## src/rtl/delayed_branch_resolver_pkg.sv

```systemverilog
// Shared constants and types for the stage-3 delayed branch resolver.
package delayed_branch_resolver_pkg;

  localparam logic [2:0] CondNv = 3'd0;
  localparam logic [2:0] CondAl = 3'd1;
  localparam logic [2:0] CondEq = 3'd2;
  localparam logic [2:0] CondNe = 3'd3;
  localparam logic [2:0] CondLt = 3'd4;
  localparam logic [2:0] CondLe = 3'd5;
  localparam logic [2:0] CondGt = 3'd6;
  localparam logic [2:0] CondGe = 3'd7;

  localparam logic [7:0] HeadBranch = 8'b001_00_000;
  localparam logic [7:0] HeadHalt   = 8'b001_00_111;

  typedef enum logic [0:0] {
    StIdle,
    StInject
  } dbr_state_e;

endpackage

```

## src/rtl/delayed_branch_resolver_if.sv

```systemverilog
// Bundle between the BGU/stage-3 datapath and the delayed branch resolver.
interface delayed_branch_resolver_if #(
  parameter int unsigned W_IR  = 16,
  parameter int unsigned W_CNT = 16
);
  logic             advance;
  logic             p0_valid_in;
  logic             p1_valid_in;
  logic [W_IR-1:0]  p0_delayed_B_in;
  logic [2:0]       p0_delayed_cond_in;
  logic [W_IR-1:0]  p1_delayed_B_in;
  logic [2:0]       p1_delayed_cond_in;
  logic             N;
  logic             V;
  logic             Z;
  logic             p0_do_delayed_B;
  logic             p1_do_delayed_B;
  logic [W_IR-1:0]  p0_IR_inject;
  logic [W_IR-1:0]  p1_IR_inject;
  logic             flush_out;
  logic [W_CNT-1:0] taken_cnt;
  logic [W_CNT-1:0] squash_cnt;

  modport master (
    output advance, p0_valid_in, p1_valid_in, p0_delayed_B_in, p0_delayed_cond_in,
           p1_delayed_B_in, p1_delayed_cond_in, N, V, Z,
    input  p0_do_delayed_B, p1_do_delayed_B, p0_IR_inject, p1_IR_inject, flush_out,
           taken_cnt, squash_cnt
  );

  modport slave (
    input  advance, p0_valid_in, p1_valid_in, p0_delayed_B_in, p0_delayed_cond_in,
           p1_delayed_B_in, p1_delayed_cond_in, N, V, Z,
    output p0_do_delayed_B, p1_do_delayed_B, p0_IR_inject, p1_IR_inject, flush_out,
           taken_cnt, squash_cnt
  );
endinterface

```

## src/rtl/delayed_branch_resolver_cond_eval.sv

```systemverilog
// Evaluates a 3-bit branch condition code against the N/V/Z flags.
module cond_eval
  import delayed_branch_resolver_pkg::*;
(
  input  logic [2:0] cond,
  input  logic       n,
  input  logic       v,
  input  logic       z,
  output logic       take
);

  logic lt;
  assign lt = n ^ v;

  always_comb begin
    take = 1'b0;
    unique case (cond)
      CondNv: take = 1'b0;
      CondAl: take = 1'b1;
      CondEq: take = z;
      CondNe: take = ~z;
      CondLt: take = lt;
      CondLe: take = lt | z;
      CondGt: take = ~(lt | z);
      CondGe: take = ~lt;
      default: take = 1'b0;
    endcase
  end

endmodule

```

## src/rtl/delayed_branch_resolver.sv

```systemverilog
// Stage-3 delayed branch resolver: two-slot pipeline, condition check, flush and re-inject.
// Optional statistics counters are built when DBR_STATS_EN is defined.
module delayed_branch_resolver
  import delayed_branch_resolver_pkg::*;
#(
  parameter int unsigned W_IR  = 16,
  parameter int unsigned W_CNT = 16
) (
  input logic                    clk,
  input logic                    rst,
  delayed_branch_resolver_if.slave bus
);

  logic [1:0]      s2_valid_q, s3_valid_q;
  logic [W_IR-1:0] s2_word_q [2];
  logic [W_IR-1:0] s3_word_q [2];
  logic [2:0]      s2_cond_q [2];
  logic [2:0]      s3_cond_q [2];

  logic            sel_q;
  logic [W_IR-1:0] word_q;

  dbr_state_e state_q, state_d;

  logic take_p0, take_p1;
  logic eval, fire_p0, fire_p1, fire_any;

  cond_eval u_cond_p0 (
    .cond (s3_cond_q[0]),
    .n    (bus.N),
    .v    (bus.V),
    .z    (bus.Z),
    .take (take_p0)
  );

  cond_eval u_cond_p1 (
    .cond (s3_cond_q[1]),
    .n    (bus.N),
    .v    (bus.V),
    .z    (bus.Z),
    .take (take_p1)
  );

  // Flags are only meaningful while IDLE and advancing; reset suppresses a stale fire.
  assign eval     = (state_q == StIdle) && bus.advance && !rst;
  assign fire_p0  = eval && s3_valid_q[0] && take_p0;
  assign fire_p1  = eval && s3_valid_q[1] && take_p1 && !fire_p0;
  assign fire_any = fire_p0 | fire_p1;

  always_ff @(posedge clk) begin
    if (rst) state_q <= StIdle;
    else     state_q <= state_d;
  end

  always_comb begin
    state_d = state_q;
    unique case (state_q)
      StIdle:   if (fire_any) state_d = StInject;
      StInject: if (bus.advance) state_d = StIdle;
      default:  state_d = StIdle;
    endcase
  end

  always_comb begin
    bus.p0_do_delayed_B = 1'b0;
    bus.p1_do_delayed_B = 1'b0;
    bus.p0_IR_inject    = '0;
    bus.p1_IR_inject    = '0;
    bus.flush_out       = fire_any;
    if (state_q == StInject) begin
      bus.flush_out = 1'b1;
      if (sel_q) begin
        bus.p1_do_delayed_B = 1'b1;
        bus.p1_IR_inject    = word_q;
      end else begin
        bus.p0_do_delayed_B = 1'b1;
        bus.p0_IR_inject    = word_q;
      end
    end
  end

  // Slots only move while IDLE; a fire discards everything in flight, including this cycle's inputs.
  always_ff @(posedge clk) begin
    if (rst) begin
      s2_valid_q <= '0;
      s3_valid_q <= '0;
      s2_word_q  <= '{default: '0};
      s3_word_q  <= '{default: '0};
      s2_cond_q  <= '{default: '0};
      s3_cond_q  <= '{default: '0};
      sel_q      <= 1'b0;
      word_q     <= '0;
    end else if (state_q == StIdle && bus.advance) begin
      if (fire_any) begin
        s2_valid_q <= '0;
        s3_valid_q <= '0;
        sel_q      <= ~fire_p0;
        word_q     <= fire_p0 ? s3_word_q[0] : s3_word_q[1];
      end else begin
        s2_valid_q   <= {bus.p1_valid_in, bus.p0_valid_in};
        s2_word_q[0] <= bus.p0_delayed_B_in;
        s2_word_q[1] <= bus.p1_delayed_B_in;
        s2_cond_q[0] <= bus.p0_delayed_cond_in;
        s2_cond_q[1] <= bus.p1_delayed_cond_in;
        s3_valid_q   <= s2_valid_q;
        s3_word_q    <= s2_word_q;
        s3_cond_q    <= s2_cond_q;
      end
    end
  end

`ifdef DBR_STATS_EN
  logic [W_CNT-1:0] taken_cnt_q, squash_cnt_q;

  always_ff @(posedge clk) begin
    if (rst) begin
      taken_cnt_q  <= '0;
      squash_cnt_q <= '0;
    end else begin
      if (fire_any)                   taken_cnt_q  <= taken_cnt_q + 1'b1;
      if (fire_p0 && s3_valid_q[1])   squash_cnt_q <= squash_cnt_q + 1'b1;
    end
  end

  assign bus.taken_cnt  = taken_cnt_q;
  assign bus.squash_cnt = squash_cnt_q;
`else
  assign bus.taken_cnt  = '0;
  assign bus.squash_cnt = '0;
`endif

endmodule

```

## src/flat_wrapper.sv

```systemverilog
// flat-port wrapper written by rule: the top's interface ports become plain ports
module delayed_branch_resolver_flat import delayed_branch_resolver_pkg::*;
#(
  parameter int unsigned W_IR  = 16,
  parameter int unsigned W_CNT = 16
)
  (clk, rst, bus_advance, bus_p0_valid_in, bus_p1_valid_in, bus_p0_delayed_B_in, bus_p0_delayed_cond_in, bus_p1_delayed_B_in, bus_p1_delayed_cond_in, bus_N, bus_V, bus_Z, bus_p0_do_delayed_B, bus_p1_do_delayed_B, bus_p0_IR_inject, bus_p1_IR_inject, bus_flush_out, bus_taken_cnt, bus_squash_cnt);
  delayed_branch_resolver_if #(.W_IR(W_IR), .W_CNT(W_CNT)) bus_i ();
  input logic clk;
  input logic rst;
  input wire logic [$bits(bus_i.advance)-1:0] bus_advance;
  input wire logic [$bits(bus_i.p0_valid_in)-1:0] bus_p0_valid_in;
  input wire logic [$bits(bus_i.p1_valid_in)-1:0] bus_p1_valid_in;
  input wire logic [$bits(bus_i.p0_delayed_B_in)-1:0] bus_p0_delayed_B_in;
  input wire logic [$bits(bus_i.p0_delayed_cond_in)-1:0] bus_p0_delayed_cond_in;
  input wire logic [$bits(bus_i.p1_delayed_B_in)-1:0] bus_p1_delayed_B_in;
  input wire logic [$bits(bus_i.p1_delayed_cond_in)-1:0] bus_p1_delayed_cond_in;
  input wire logic [$bits(bus_i.N)-1:0] bus_N;
  input wire logic [$bits(bus_i.V)-1:0] bus_V;
  input wire logic [$bits(bus_i.Z)-1:0] bus_Z;
  output wire logic [$bits(bus_i.p0_do_delayed_B)-1:0] bus_p0_do_delayed_B;
  output wire logic [$bits(bus_i.p1_do_delayed_B)-1:0] bus_p1_do_delayed_B;
  output wire logic [$bits(bus_i.p0_IR_inject)-1:0] bus_p0_IR_inject;
  output wire logic [$bits(bus_i.p1_IR_inject)-1:0] bus_p1_IR_inject;
  output wire logic [$bits(bus_i.flush_out)-1:0] bus_flush_out;
  output wire logic [$bits(bus_i.taken_cnt)-1:0] bus_taken_cnt;
  output wire logic [$bits(bus_i.squash_cnt)-1:0] bus_squash_cnt;
  assign bus_i.advance = bus_advance;
  assign bus_i.p0_valid_in = bus_p0_valid_in;
  assign bus_i.p1_valid_in = bus_p1_valid_in;
  assign bus_i.p0_delayed_B_in = bus_p0_delayed_B_in;
  assign bus_i.p0_delayed_cond_in = bus_p0_delayed_cond_in;
  assign bus_i.p1_delayed_B_in = bus_p1_delayed_B_in;
  assign bus_i.p1_delayed_cond_in = bus_p1_delayed_cond_in;
  assign bus_i.N = bus_N;
  assign bus_i.V = bus_V;
  assign bus_i.Z = bus_Z;
  assign bus_p0_do_delayed_B = bus_i.p0_do_delayed_B;
  assign bus_p1_do_delayed_B = bus_i.p1_do_delayed_B;
  assign bus_p0_IR_inject = bus_i.p0_IR_inject;
  assign bus_p1_IR_inject = bus_i.p1_IR_inject;
  assign bus_flush_out = bus_i.flush_out;
  assign bus_taken_cnt = bus_i.taken_cnt;
  assign bus_squash_cnt = bus_i.squash_cnt;
  delayed_branch_resolver #(.W_IR(W_IR), .W_CNT(W_CNT)) u_core (.clk(clk), .rst(rst), .bus(bus_i));
endmodule
```

## config.mk

```make
export PLATFORM = sky130hd
export DESIGN_NAME = delayed_branch_resolver_flat
export DESIGN_NICKNAME = d
export VERILOG_FILES = /design/src/rtl/delayed_branch_resolver_pkg.sv /design/src/rtl/delayed_branch_resolver_if.sv /design/src/rtl/delayed_branch_resolver_cond_eval.sv /design/src/rtl/delayed_branch_resolver.sv /design/src/flat_wrapper.sv
export SDC_FILE = /design/constraint.sdc
export NUM_CORES = 1
export LEC_CHECK = 0
export CAP_MARGIN = 20
export CORE_MARGIN = 1.5
export CORE_UTILIZATION = 25
export DETAILED_ROUTE_END_ITERATION = 8
export PLACE_DENSITY = 0.53
export REMOVE_ABC_BUFFERS = 1
export SLEW_MARGIN = 20
export SYNTH_ARGS = -nofsm -noshare
export SYNTH_HDL_FRONTEND = slang
export SYNTH_HIERARCHICAL = 1
export SYNTH_SLANG_ARGS = --single-unit
```

## constraint.sdc

```tcl
create_clock -name clk -period 3.4 [get_ports clk]
set_input_delay 0.68 -clock clk [delete_from_list [all_inputs] [get_ports clk]]
set_output_delay 0.68 -clock clk [all_outputs]
set_load 0.005 [all_outputs]
```

==> images/wires.png <==
Only two layers are drawn.
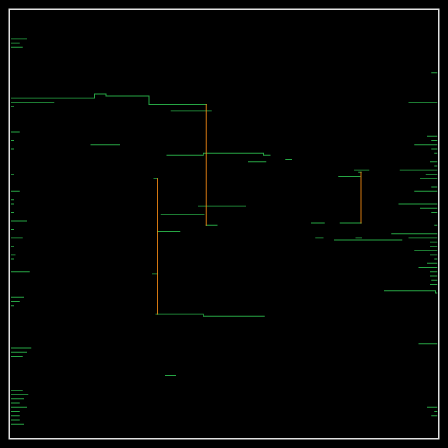
- metal 4: orange (wire length 98.6 µm)
- metal 3: green (wire length 523 µm)
global router's overall resource usage: 0.125
total wirelength of the detailed-routed design: 11.7 mm

==> images/clk_routes.png <==
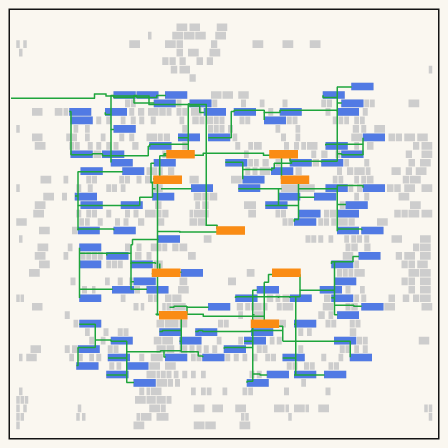
- flip-flops: blue (count 98)
- clock drivers: orange (count 9)
- clock wires: green (length 1250 µm)
- routed clock nets: 10
Fin Clk Skew: 11.0 ps
Clk network pwr share: 0.418
clk ins delay skew pair: 340 ps
P_clk: 1020 µW

==> Implementation_results.wiki <==
== Flow metrics ==
{| class="wikitable"
! Metric !! Value
|-
| Remaining max-slew budget at the tightest pin || 0.301
|-
| Most used logic cell in the final layout || dfxtp_1
|-
| Vias per cell || 4.77
|-
| Number of synthesized register bits || 98
|-
| Total Nets Final || 648
|-
| Clock buffer count from CTS || 9
|-
| Seq. cell area || 1960 µm²
|-
| Vias || 3967
|-
| Initial antenna violation count || 0
|-
| Signed area change from the synthesized netlist to the final layout || 25.2%
|-
| # setup viols final || 0
|-
| Number of cell instances on the worst register-to-register path || 7
|-
| Worst Slack Setup Final || 46.9 ps
|-
| Min-Delay Path Depth || 2
|-
| Worst-path cell chain || clkdlybuf4s50_1 > xnor2_1 > mux2_1 > mux2i_1 > a22o_2 > nand2_1 > o21bai_2 > dlygate4sd2_1
|-
| Number of diodes || 0
|-
| Reg-to-reg critical path endpoint || u_core/word_q[1]$_SDFFE_PP0P_
|-
| Static power due to leakage || 0.00206 µW
|-
| Detailed router's first-iteration violation count || 270
|-
| Area enclosed by the die boundary || 18900 µm²
|-
| Clock Sink Count || 98
|-
| Routed len/inst || 14.0 µm
|-
| Longest individual stage delay on the worst path || 450 ps
|-
| Part of the power in registers || 0.496
|-
| Most frequently placed logic cells in the final layout || dfxtp_1 (98), a21oi_1 (97), nand3_1 (80)
|-
| Max rail drop VDD || 271 µV
|-
| Logic pwr share || 0.086
|-
| HPWL reported at the end of detailed placement || 7.46 mm
|-
| Clock Tree Buf Depth || 2
|-
| Number of fill cells || 1857
|-
| Core occupancy in the finished layout || 0.324
|-
| Horiz. Die Dim || 137 µm
|-
| Post-synth design cell area || 4520 µm²
|-
| Combinational Area || 2190 µm²
|-
| Number of warnings issued by yosys || 6
|-
| Power per cell area || 431 nW/µm²
|-
| Synthesized netlist cell count || 551
|-
| Final RePlAce weighted congestion || 0.693
|-
| Crit share post-route || 0.986
|-
| Clock transition at the registers of the reported paths || 60 ps
|-
| Switching portion of total power || 0.237
|-
| Number of standard-cell rows in the floorplan || 48
|-
| Worst path slowest cell || clkdlybuf4s50_1
|-
| Setup slack, reg-to-reg || 920 ps
|-
| Launch instance of the worst register-to-register path || u_core/s3_cond_q[1]$_SDFFE_PP0P_
|-
| Sequential cell area fraction in the yosys report || 0.434
|-
| Worst path top cell family by delay || buffers and inverters
|-
| RSZ-0062 raised after global routing || false
|-
| Worst slack after detailed placement || -278 ps
|-
| Worst path required time || 2720 ps
|-
| Die height || 137 µm
|-
| Final antenna-violating net count || 0
|-
| Worst min-delay path category || flip-flop to flip-flop
|-
| Post-detailed-route DRC marker count || 0
|-
| Slew at the pin closest to its max-slew limit || 1050 ps
|-
| Router iterations before antenna repair || 5
|-
| Sink of the worst hold path || u_core/s2_valid_q[0]$_SDFFE_PP0P_
|-
| Buffer and inverter count on the worst path || 2
|-
| Cell internal pwr || 1860 µW
|-
| Number of H-tree levels || 3
|-
| Pins Over Slew Limit || 0
|-
| Yosys cell types || 28
|-
| Largest net degree at the start of global routing || 100
|-
| CP startpoint kind || input pin
|-
| CP Capture Type || primary output
|-
| # port buffers || 80
|-
| CTS tree || done
|-
| Endpoint arrival time on the critical path || 2670 ps
|-
| Final-report hold violation count || 0
|-
| Proportion of layout cells with a drive suffix above 1 || 0.0659
|-
| Final worst path period need || 3350 ps
|-
| Share of the synthesized area in the top cell type || 0.434
|-
| Number of max-cap violations || 0
|-
| Average footprint of a synthesized cell || 8.20 µm²
|-
| Total overflow reported by the global router || 0
|-
| Placement-stage cell area || 5350 µm²
|-
| Biggest area cells || dfxtp_1 (43%), a21oi_1 (11%), nand3_1 (8.9%)
|-
| # IOs || 113
|-
| YS chip area || 4520 µm²
|-
| Max Fanout on Critical Path || 2
|-
| Category of the most critical setup path || input pin to primary output
|-
| Library cell occupying the most area in the post-synthesis netlist || dfxtp_1
|-
| Initial standard-cell utilization of the core || 0.259
|-
| Outcome || finished, final reports clean
|-
| Via count of the first global-routing pass || 3798
|-
| Total cells reported by yosys after synthesis || 551
|-
| Hold_sp || u_core/s2_valid_q[0]$_SDFFE_PP0P_
|-
| # hold bufs at CTS || 0
|-
| First-pass GRT wire length || 18.7 mm
|-
| Net Sw Power || 578 µW
|-
| Clock Tree Root || clkbuf_16
|-
| Final Power || 2440 µW
|-
| Highest achievable clock rate || 0.298 GHz
|-
| Number of OpenROAD warnings || 25
|}
==> images/placement_by_type.png <==
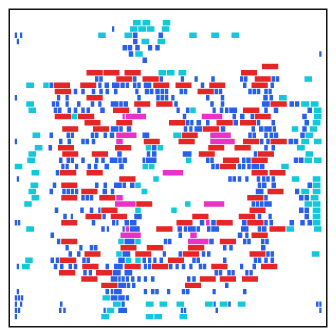
- other buffers and delay cells: cyan (cells 98; share of their area 17%)
- flops: red (cells 98; share of their area 36%)
- combinational and other logic: blue (cells 395; share of their area 41%)
- clock drivers and dummy loads: magenta (cells 16; share of their area 5.5%)
CORE AREA: 17500 µm²
post-route cell area: 5660 µm²
Seq area share: 0.347

worst min-delay path, stage by stage (launching register included):
cell	delay (ps)
dfxtp_1	310
nand2_1	50
a21oi_1	50
what timing repair did:
action,CTS,global route
buffers inserted,1,0
gates resized,2,0
endpoints found under the setup margin,1,0
power groups by stage:
stage | Clock (µW) | Combinational, µW | Sequential [µW]
after floorplan | 0 | 103 | 1230
after global placement | 0 | 208 | 1230
after detailed placement | 0 | 212 | 1240
after CTS | 1040 | 213 | 1210
after global routing | 1090 | 236 | 1210
final | 1020 | 210 | 1210
registers in the layout, summed over array words and instances, names as in the netlist:
register           count
u_core/s2_valid_q      2
u_core/state_q         1
u_core/s2_cond_q       6
u_core/word_q         16
u_core/s3_word_q      32
u_core/s3_valid_q      2
u_core/sel_q           1
u_core/s3_cond_q       6
u_core/s2_word_q      32
cell usage after synthesis:
master    count
a211oi_2      1
a21oi_1      97
a221o_1      16
a22o_1        1
a22oi_2       1
a311oi_1      1
a31oi_1       1
and2_1       17
and3_1       16
and4b_1       1
buf_1         6
buf_2        14
buf_4        34
buf_6         3
clkbuf_1     32
conb_1        1
dfxtp_1      98
mux2_1        2
mux2i_1       4
nand2_1       8
nand2b_1     18
nand3_1      80
nor2b_1      18
o21ai_0      41
o21ai_1      35
o21bai_1      1
xnor2_1       2
xor2_1        2
metal layers:
metal / vias up / global-route usage / wire, µm
li1: 1992 / - / -
met1: 1856 / 0.165 / 5560
met2: 111 / 0.207 / 5500
met3: 8 / 0.0265 / 523
met4: 0 / 0.0357 / 98
met5: - / 0 / 0
cell families after synthesis:
logic type	Yosys count	synth area share
flip-flops	98	0.434
buffers and inverters	89	0.111
AND-OR/OR-AND	195	0.239
AND/OR/NAND/NOR	158	0.193
other	1	0.000830
multiplexers	6	0.0138
XOR/XNOR	4	0.00775
layout make-up:
| type | instances | share of cell area |
|---|---|---|
| multi-input cells | 395 | 0.387 |
| flip-flops and latches | 98 | 0.347 |
| repair buffers | 98 | 0.165 |
| well taps | 225 | 0.0498 |
| clock buffers | 10 | 0.0405 |
| clock inverters | 6 | 0.0117 |
worst max path at each step:
stage / depth (start not counted) / startpoint / end / slack (ps)
after floorplan: 3 / bus_advance / bus_flush_out / -1650
after global placement: 8 / bus_N / bus_flush_out / -280
after detailed placement: 8 / bus_V / bus_flush_out / -280
after CTS: 8 / bus_V / bus_flush_out / 70
after global routing: 8 / bus_V / bus_flush_out / 2
final: 8 / bus_N / bus_flush_out / 50
metrics by stage:
stage	hold slack, ps	setup TNS, ps	std cells
6_report	454	0	832
5_1_grt	479	0	832
4_1_cts	457	0	832
3_5_place_dp	448	-278	815
3_3_place_gp	447	-280	815
2_1_floorplan	426	-101520	493
No activity file was given, so power comes from the tool's default toggle rates.
